## config.mk

```make
export PLATFORM = sky130hd
export DESIGN_NAME = countdown_timer
export DESIGN_NICKNAME = d
export VERILOG_FILES = /design/src/rtl/countdown_timer.sv
export SDC_FILE = /design/constraint.sdc
export NUM_CORES = 1
export LEC_CHECK = 0
export CORE_ASPECT_RATIO = 0.6
export CORE_MARGIN = 10
export CORE_UTILIZATION = 27
export DETAILED_ROUTE_END_ITERATION = 6
export REMOVE_ABC_BUFFERS = 1
export SLEW_MARGIN = 20
export SYNTH_ARGS = -nofsm -noshare
export SYNTH_HDL_FRONTEND = slang
export SYNTH_SLANG_ARGS = --single-unit
```

## constraint.sdc

```tcl
create_clock -name clk -period 3.83 [get_ports clk]
set_clock_uncertainty 0.2 [all_clocks]
set_input_delay 0.766 -clock clk [delete_from_list [all_inputs] [get_ports clk]]
set_output_delay 0.766 -clock clk [all_outputs]
set_load 0.05 [all_outputs]
```

## src/rtl/countdown_timer.sv

```systemverilog
// countdown_timer: four-digit BCD mm:ss countdown timer.
//   A start time is loaded, then the timer is started and paused. One second is
//   counted down for every DIV clocks, with borrows rippling through the digits.
//   Reaching 00:00 gives a one-cycle done pulse and parks the timer in EXPIRED.
// Ports:
//   clk, reset_n                 clock; synchronous active-low reset
//   load, ld_min_t..ld_sec_o     load a start time (clamped to legal BCD); goes to IDLE
//   start_resume, stop           start from IDLE / resume from PAUSE; pause while running
//   min_t, min_o, sec_t, sec_o   current digits (registered)
//   running, expired             state decodes (RUN, EXPIRED)
//   done                         one-cycle pulse on reaching 00:00
module countdown_timer #(
  parameter int DIV = 1000
) (
  input  logic       clk,
  input  logic       reset_n,
  input  logic       load,
  input  logic [3:0] ld_min_t,
  input  logic [3:0] ld_min_o,
  input  logic [3:0] ld_sec_t,
  input  logic [3:0] ld_sec_o,
  input  logic       start_resume,
  input  logic       stop,
  output logic [3:0] min_t,
  output logic [3:0] min_o,
  output logic [3:0] sec_t,
  output logic [3:0] sec_o,
  output logic       running,
  output logic       done,
  output logic       expired
);

  localparam int PW = $clog2(DIV);
  localparam logic [PW-1:0] LAST = PW'(DIV - 1);

  typedef enum logic [1:0] {IDLE, RUN, PAUSE, EXPIRED} state_t;

  typedef struct packed {
    logic [3:0] min_t;
    logic [3:0] min_o;
    logic [3:0] sec_t;
    logic [3:0] sec_o;
  } digits_t;

  state_t          state;
  digits_t         cur, dec, ld_val;
  logic [PW-1:0]   presc;
  logic            cur_zero, dec_zero;

  function automatic logic [3:0] clamp(input logic [3:0] v, input logic [3:0] mx);
    return (v > mx) ? mx : v;
  endfunction

  // Clamp the load digits so the counter never holds an illegal BCD value.
  always_comb begin
    ld_val.min_t = clamp(ld_min_t, 4'd9);
    ld_val.min_o = clamp(ld_min_o, 4'd9);
    ld_val.sec_t = clamp(ld_sec_t, 4'd5);
    ld_val.sec_o = clamp(ld_sec_o, 4'd9);
  end

  // One-second decrement with borrow chain. Only applied when cur != 00:00,
  // so min_t never underflows.
  always_comb begin
    dec = cur;
    if (cur.sec_o != 4'd0) begin
      dec.sec_o = cur.sec_o - 4'd1;
    end else begin
      dec.sec_o = 4'd9;
      if (cur.sec_t != 4'd0) begin
        dec.sec_t = cur.sec_t - 4'd1;
      end else begin
        dec.sec_t = 4'd5;
        if (cur.min_o != 4'd0) begin
          dec.min_o = cur.min_o - 4'd1;
        end else begin
          dec.min_o = 4'd9;
          dec.min_t = cur.min_t - 4'd1;
        end
      end
    end
  end

  assign cur_zero = (cur == '0);
  assign dec_zero = (dec == '0);

  always_ff @(posedge clk) begin
    if (!reset_n) begin
      cur   <= '0;
      presc <= '0;
      state <= IDLE;
      done  <= 1'b0;
    end else begin
      done <= 1'b0;
      if (load) begin
        cur   <= ld_val;
        presc <= '0;
        state <= IDLE;
      end else begin
        case (state)
          IDLE: begin
            if (start_resume) begin
              if (cur_zero) begin
                state <= EXPIRED;
                done  <= 1'b1;
              end else begin
                state <= RUN;
                presc <= '0;
              end
            end
          end
          RUN: begin
            // stop beats a coincident tick: the prescaler stays at LAST so
            // the pending tick fires on the first RUN edge after resume.
            if (stop) begin
              state <= PAUSE;
            end else if (presc == LAST) begin
              presc <= '0;
              cur   <= dec;
              if (dec_zero) begin
                state <= EXPIRED;
                done  <= 1'b1;
              end
            end else begin
              presc <= presc + 1'b1;
            end
          end
          PAUSE: begin
            if (start_resume && !stop) state <= RUN;
          end
          EXPIRED: ;
          default: state <= IDLE;
        endcase
      end
    end
  end

  assign min_t   = cur.min_t;
  assign min_o   = cur.min_o;
  assign sec_t   = cur.sec_t;
  assign sec_o   = cur.sec_o;
  assign running = (state == RUN);
  assign expired = (state == EXPIRED);

endmodule

```

Fig. 1: run 1, PDN straps and rails
Scale bar: 50 µm. Pins as bars on the die edge.
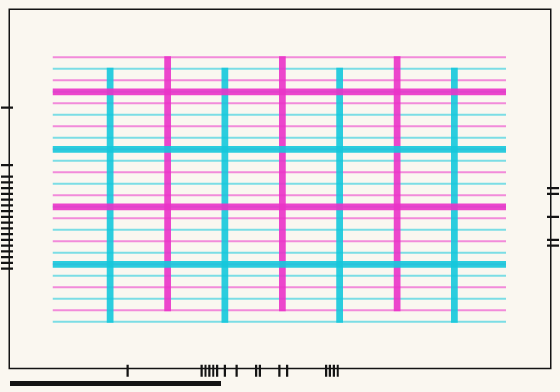
VDD -> magenta
VSS -> cyan
met4 straps = 7
rows = 23
met1 rails = 24
signal pins = 40
met5 straps = 4

Fig. 2: run 1, routed metal, one colour a layer
Scale bar: 50 µm. Two of the layers only.
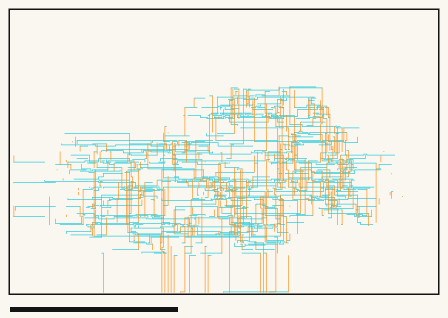
metal 2 -> orange  # wire length 1960 µm
metal 1 -> cyan  # wire length 2780 µm
GRT Total Usage: 0.0975
WL/cell: 15.3 µm
Total Routed Length: 5380 µm
Via Count: 1821

==> results_dict.tcl, run 1 <==
# metrics dict for downstream scripts
set metrics [dict create \
    irDropWorstVdd_mv 0.155 \
    area_growth_pct 32.2 \
    core_area_um2 6710 \
    viasPerCell 5.19 \
    hold_path_depth 2 \
    synth-main-ff-cell "dfxtp_1" \
    comb_share 0.496 \
    crit_required_ns 2.86 \
    area_share_nonclk_buffers 0.157 \
    ys_types 54 \
    fin_area_um2 2480 \
    initCoreUtil 0.280 \
    synthAdderAreaFrac 0.0466 \
    cts_resized 0 \
    relSlewSlack 0.610 \
    status "complete, no violations" \
    power_density_nw_per_um2 365 \
    nWellTaps 87 \
    largest_area_cell "dfxtp_1" \
    yosysChipArea_um2 1880 \
    hpwl_um 4140 \
    rsz0062_at_grt "no" \
    largest-register "presc" \
    seq_share 0.234 \
    n_clock_buffer 7 \
    yosys.area_share.xor_xnor 0.0326 \
    syn_avg_cell_area_um2 8.35 \
    place_inst 344 \
    setup_tns_ns 0 \
    crit_family "buffers and inverters" \
    met1_usage 0.138 \
    setup_slack_ns 0.965 \
    synth_top_cell_by_count "dfxtp_1" \
    drt-initial-drc-count 135 \
    top_layer_used "met4" \
    synthArstFlopShare 0 \
    fp.dieH_um 84.6 \
    whs_endpoint "presc[9]" \
    hold_ws_ns 0.300 \
    crit_path_end_kind "primary output" \
]
Fig. 3: run 1, metal 2
Scale bar: 50 µm.
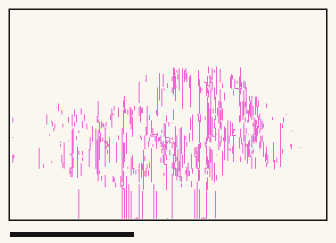
main direction = vertical
longest straight run = 21.8 µm
wire length on this layer = 1960 µm
nets with wire on the layer = 225

-- run 1: how the worst max path moves through the flow --
stage,from,end,cells past startpoint
2_1_floorplan,min_t[0],presc[2],7
3_3_place_gp,load,sec_t[0],5
3_5_place_dp,load,state[1],4
6_report,state[1],running,3
5_1_grt,state[1],running,3
4_1_cts,state[1],running,3
-- run 1: worst register-to-register path, cell delays in order, from the launching register on --
cell and delay (ns):
dfxtp_1 0.37, nor4_1 0.57, nand4_2 0.29, a21boi_4 0.43
o21ai_2 0.21, a21oi_1 0.16
-- run 1: power by group --
part           internal (mW)  switching (mW)
logic                 0.0759           0.110
clock network          0.254           0.132
registers              0.315          0.0205
Fig. 4: run 1, metal 3
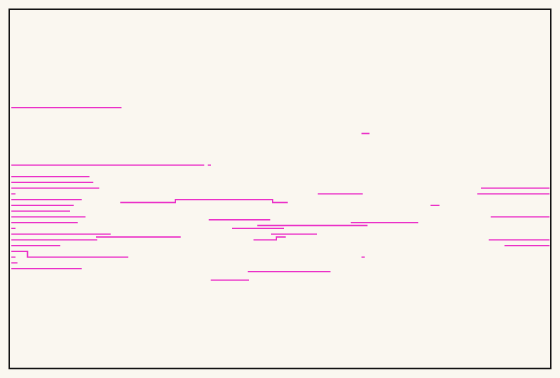

==> run 2: changes to the inputs <==
==> constraint.sdc (replaced) <==
create_clock -name clk -period 2.6 [get_ports clk]
set_clock_uncertainty 0.2 [all_clocks]
set_input_delay 0.52 -clock clk [delete_from_list [all_inputs] [get_ports clk]]
set_output_delay 0.52 -clock clk [all_outputs]
set_load 0.05 [all_outputs]
Fig. 5: run 2, metal 3
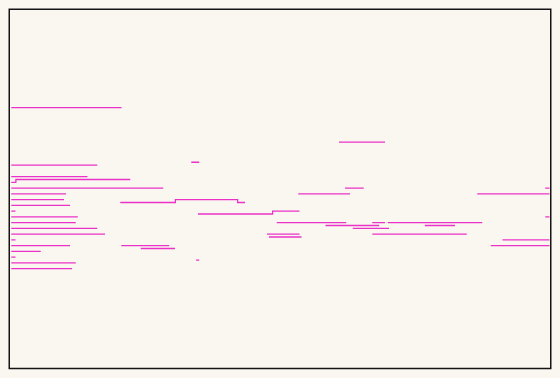
wire length on this layer = 540 µm
longest straight run = 35.6 µm
nets with wire on the layer = 37
share of all routed wire = 10%

==> run 2 against run 1 <==
  * Cell area rose by 0.96%
  * Power rose by 46%
  * Largest cell class unchanged
  * Sequential power rose by 47%
==> results_dict.tcl, run 2 <==
# metrics dict for downstream scripts
set metrics [dict create \
    combPwrFrac 0.213 \
    hold_path_depth 2 \
    setup_tns_ns 0 \
    vias 1837 \
    fin_area_um2 2510 \
    power_frac_clock 0.414 \
    largest_area_cell "dfxtp_1" \
    p_comb_uw 282 \
    p_seq_uw 493 \
    worstSetupPathDepth 1 \
    viasPerCell 5.16 \
    crit_path_end_kind "primary output" \
    hpwl_um 4180 \
    setup_slack_ns 0.199 \
    drt_wl_total_um 5420 \
    fp.dieH_um 84.6 \
    drt-initial-drc-count 117 \
    met1_usage 0.146 \
    power-top-group "the clock network" \
    crit_end "sec_o[2]" \
    irDropWorstVdd_mv 0.234 \
    avgRoutedWirePerCell_um 15.2 \
    swShare 0.297 \
    crit_family "buffers and inverters" \
    power_density_nw_per_um2 527 \
    synthArstFlopShare 0 \
    syn_avg_cell_area_um2 8.35 \
    p_seq_frac 0.373 \
    clock_net_power_uw 548 \
    cts_resized 0 \
    whs_endpoint "presc[9]" \
    top_layer_used "met4" \
    status "complete, no violations" \
    area_growth_pct 33.5 \
    yosysChipArea_um2 1880 \
    intPower_uw 930 \
    hold_ws_ns 0.293 \
    core_area_um2 6710 \
    rsz0062_at_grt "no" \
    track_usage 0.101 \
    place_inst 348 \
    initCoreUtil 0.280 \
]
Fig. 6: run 2, metal 2
Scale bar: 50 µm.
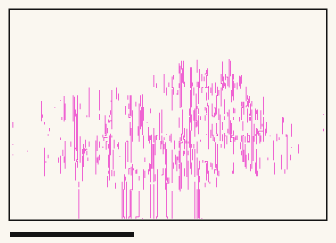
main direction = vertical
wire length on this layer = 2010 µm
nets with wire on the layer = 234
share of all routed wire = 37%
longest straight run = 26.0 µm

[run 2: cell families after synthesis]
family,after synthesis,share of synthesized area
muxes,5,0.0293
AOI/OAI and AO/OA,65,0.227
and+or+nand+nor,97,0.320
adders and majority gates,7,0.0466
buffers and inverters,15,0.0353
DFF,29,0.309
xor gates and xnor gates,7,0.0326
[run 2: area by class of cell]
cell class / count / area (µm²) / area share
Tap cell: 87 / 109 / 0.0434
Sequential cell: 29 / 581 / 0.231
Timing Repair Buffer: 43 / 418 / 0.167
Clock buffer: 6 / 129 / 0.0514
Multi-Input combinational cell: 181 / 1230 / 0.491
Inverter: 8 / 30.0 / 0.0120
Clock inverter: 2 / 10.0 / 0.00399
Fig. 7: run 2, routed metal, one colour a layer
Scale bar: 50 µm. Two of the layers only.
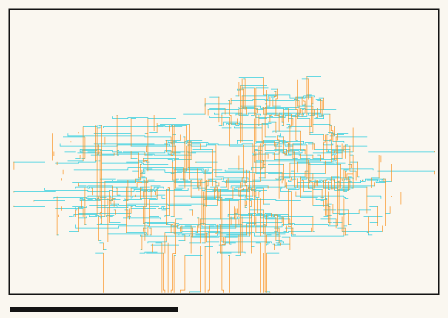

==> run 3: changes to the inputs <==
--- a/config.mk
+++ b/config.mk
@@ -8,6 +8,7 @@
 export CORE_ASPECT_RATIO = 0.6
 export CORE_MARGIN = 10
 export CORE_UTILIZATION = 27
+export CTS_BUF_LIST = sky130_fd_sc_hd__clkbuf_8
 export DETAILED_ROUTE_END_ITERATION = 6
 export REMOVE_ABC_BUFFERS = 1
 export SLEW_MARGIN = 20
==> constraint.sdc (replaced) <==
create_clock -name clk -period 2.22 [get_ports clk]
set_clock_uncertainty 0.2 [all_clocks]
set_input_delay 0.444 -clock clk [delete_from_list [all_inputs] [get_ports clk]]
set_output_delay 0.444 -clock clk [all_outputs]
set_load 0.05 [all_outputs]
Fig. 8: run 3, routed metal, one colour a layer
Scale bar: 50 µm. Two of the layers only.
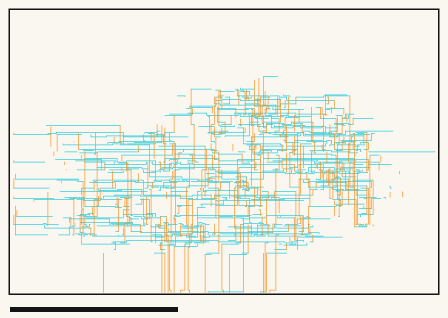
metal 1 -> cyan  # wire length 3090 µm
metal 2 -> orange  # wire length 1960 µm
WL/cell: 14.9 µm
Total Routed Length: 5640 µm
GRT Total Usage: 0.102
Via Count: 1879

==> run 3 against run 2 <==
  * Via count increased by 2.3%
  * Global-route usage about the same
  * Cell count increased by 6.2%
  * First-iteration DRC count increased by 44%
  * Sequential share of layout area decreased by 0.91 points
  * Power increased by 8.3%
  * Clock-buffer cell count increased by 1
  * Register-to-register slack got worse by 0.21 ns
  * Cell area increased by 4.3%
  * Clock power decreased by about 10%
  * Core utilization increased by 1.6 points
  * Die area unchanged
==> results_dict.tcl, run 3 <==
# metrics dict for downstream scripts
set metrics [dict create \
    initCoreUtil 0.280 \
    fp.dieH_um 84.6 \
    core_area_um2 6710 \
    top_layer_used "met4" \
    power_density_nw_per_um2 547 \
    cts_resized 0 \
    setup_slack_ns 0.0560 \
    flop_area_um2 582 \
    area_growth_pct 39.3 \
    combPwrFrac 0.262 \
    yosysChipArea_um2 1880 \
    status "complete, no violations" \
    hold_ws_ns 0.299 \
    intPower_uw 983 \
    clock_net_power_uw 492 \
    viasPerCell 4.97 \
    irDropWorstVdd_mv 0.226 \
    fin_area_um2 2620 \
    logic_family "simple AND/OR/NAND/NOR gates" \
    rsz0062_at_grt "yes" \
    mux_area_frac 0.0293 \
    met1_usage 0.158 \
    drt-initial-drc-count 169 \
    yosys.area_share.xor_xnor 0.0326 \
    hpwl_um 4460 \
    synthArstFlopShare 0 \
    power-top-group "sequential cells" \
]
Fig. 9: run 3, metal 3
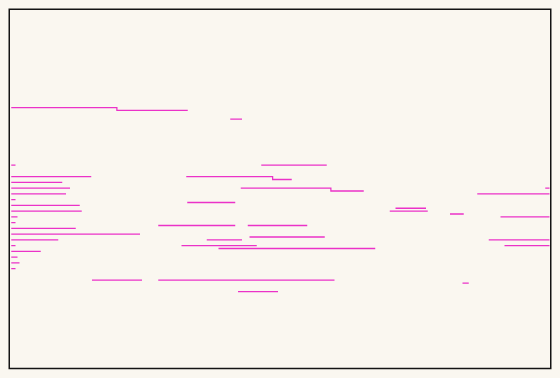
wire length on this layer = 531 µm
main direction = horizontal
nets with wire on the layer = 37
met3 global-route usage: 0.0452

-- run 3: cell count changes in the layout (fill, tap and decap cells not counted), sizes merged --
cell,previous run,this run
buf,5,43
clkdlybuf4s50,38,22
clkbuf,6,7
clkinv,2,1
-- run 3: final cells by class --
| class | count | area share |
|---|---|---|
| Clock inverter | 1 | 0.00191 |
| Clock buffer | 7 | 0.0368 |
| Timing Repair Buffer | 65 | 0.212 |
| Multi-Input combinational cell | 181 | 0.474 |
| Sequential cell | 29 | 0.222 |
| Inverter | 8 | 0.0115 |
| Tap cell | 87 | 0.0416 |
-- run 3: path summary, 6_finish.rpt --
kind / start / endpoint / cells after the start
setup / recovery: min_t[0] / min_t[0] / 2
hold reg to reg: presc[9] / presc[9] / 2
hold / removal: presc[9] / presc[9] / 2
setup reg to reg: min_t[0] / presc[2] / 7
Power and IR drop assume default switching activity.
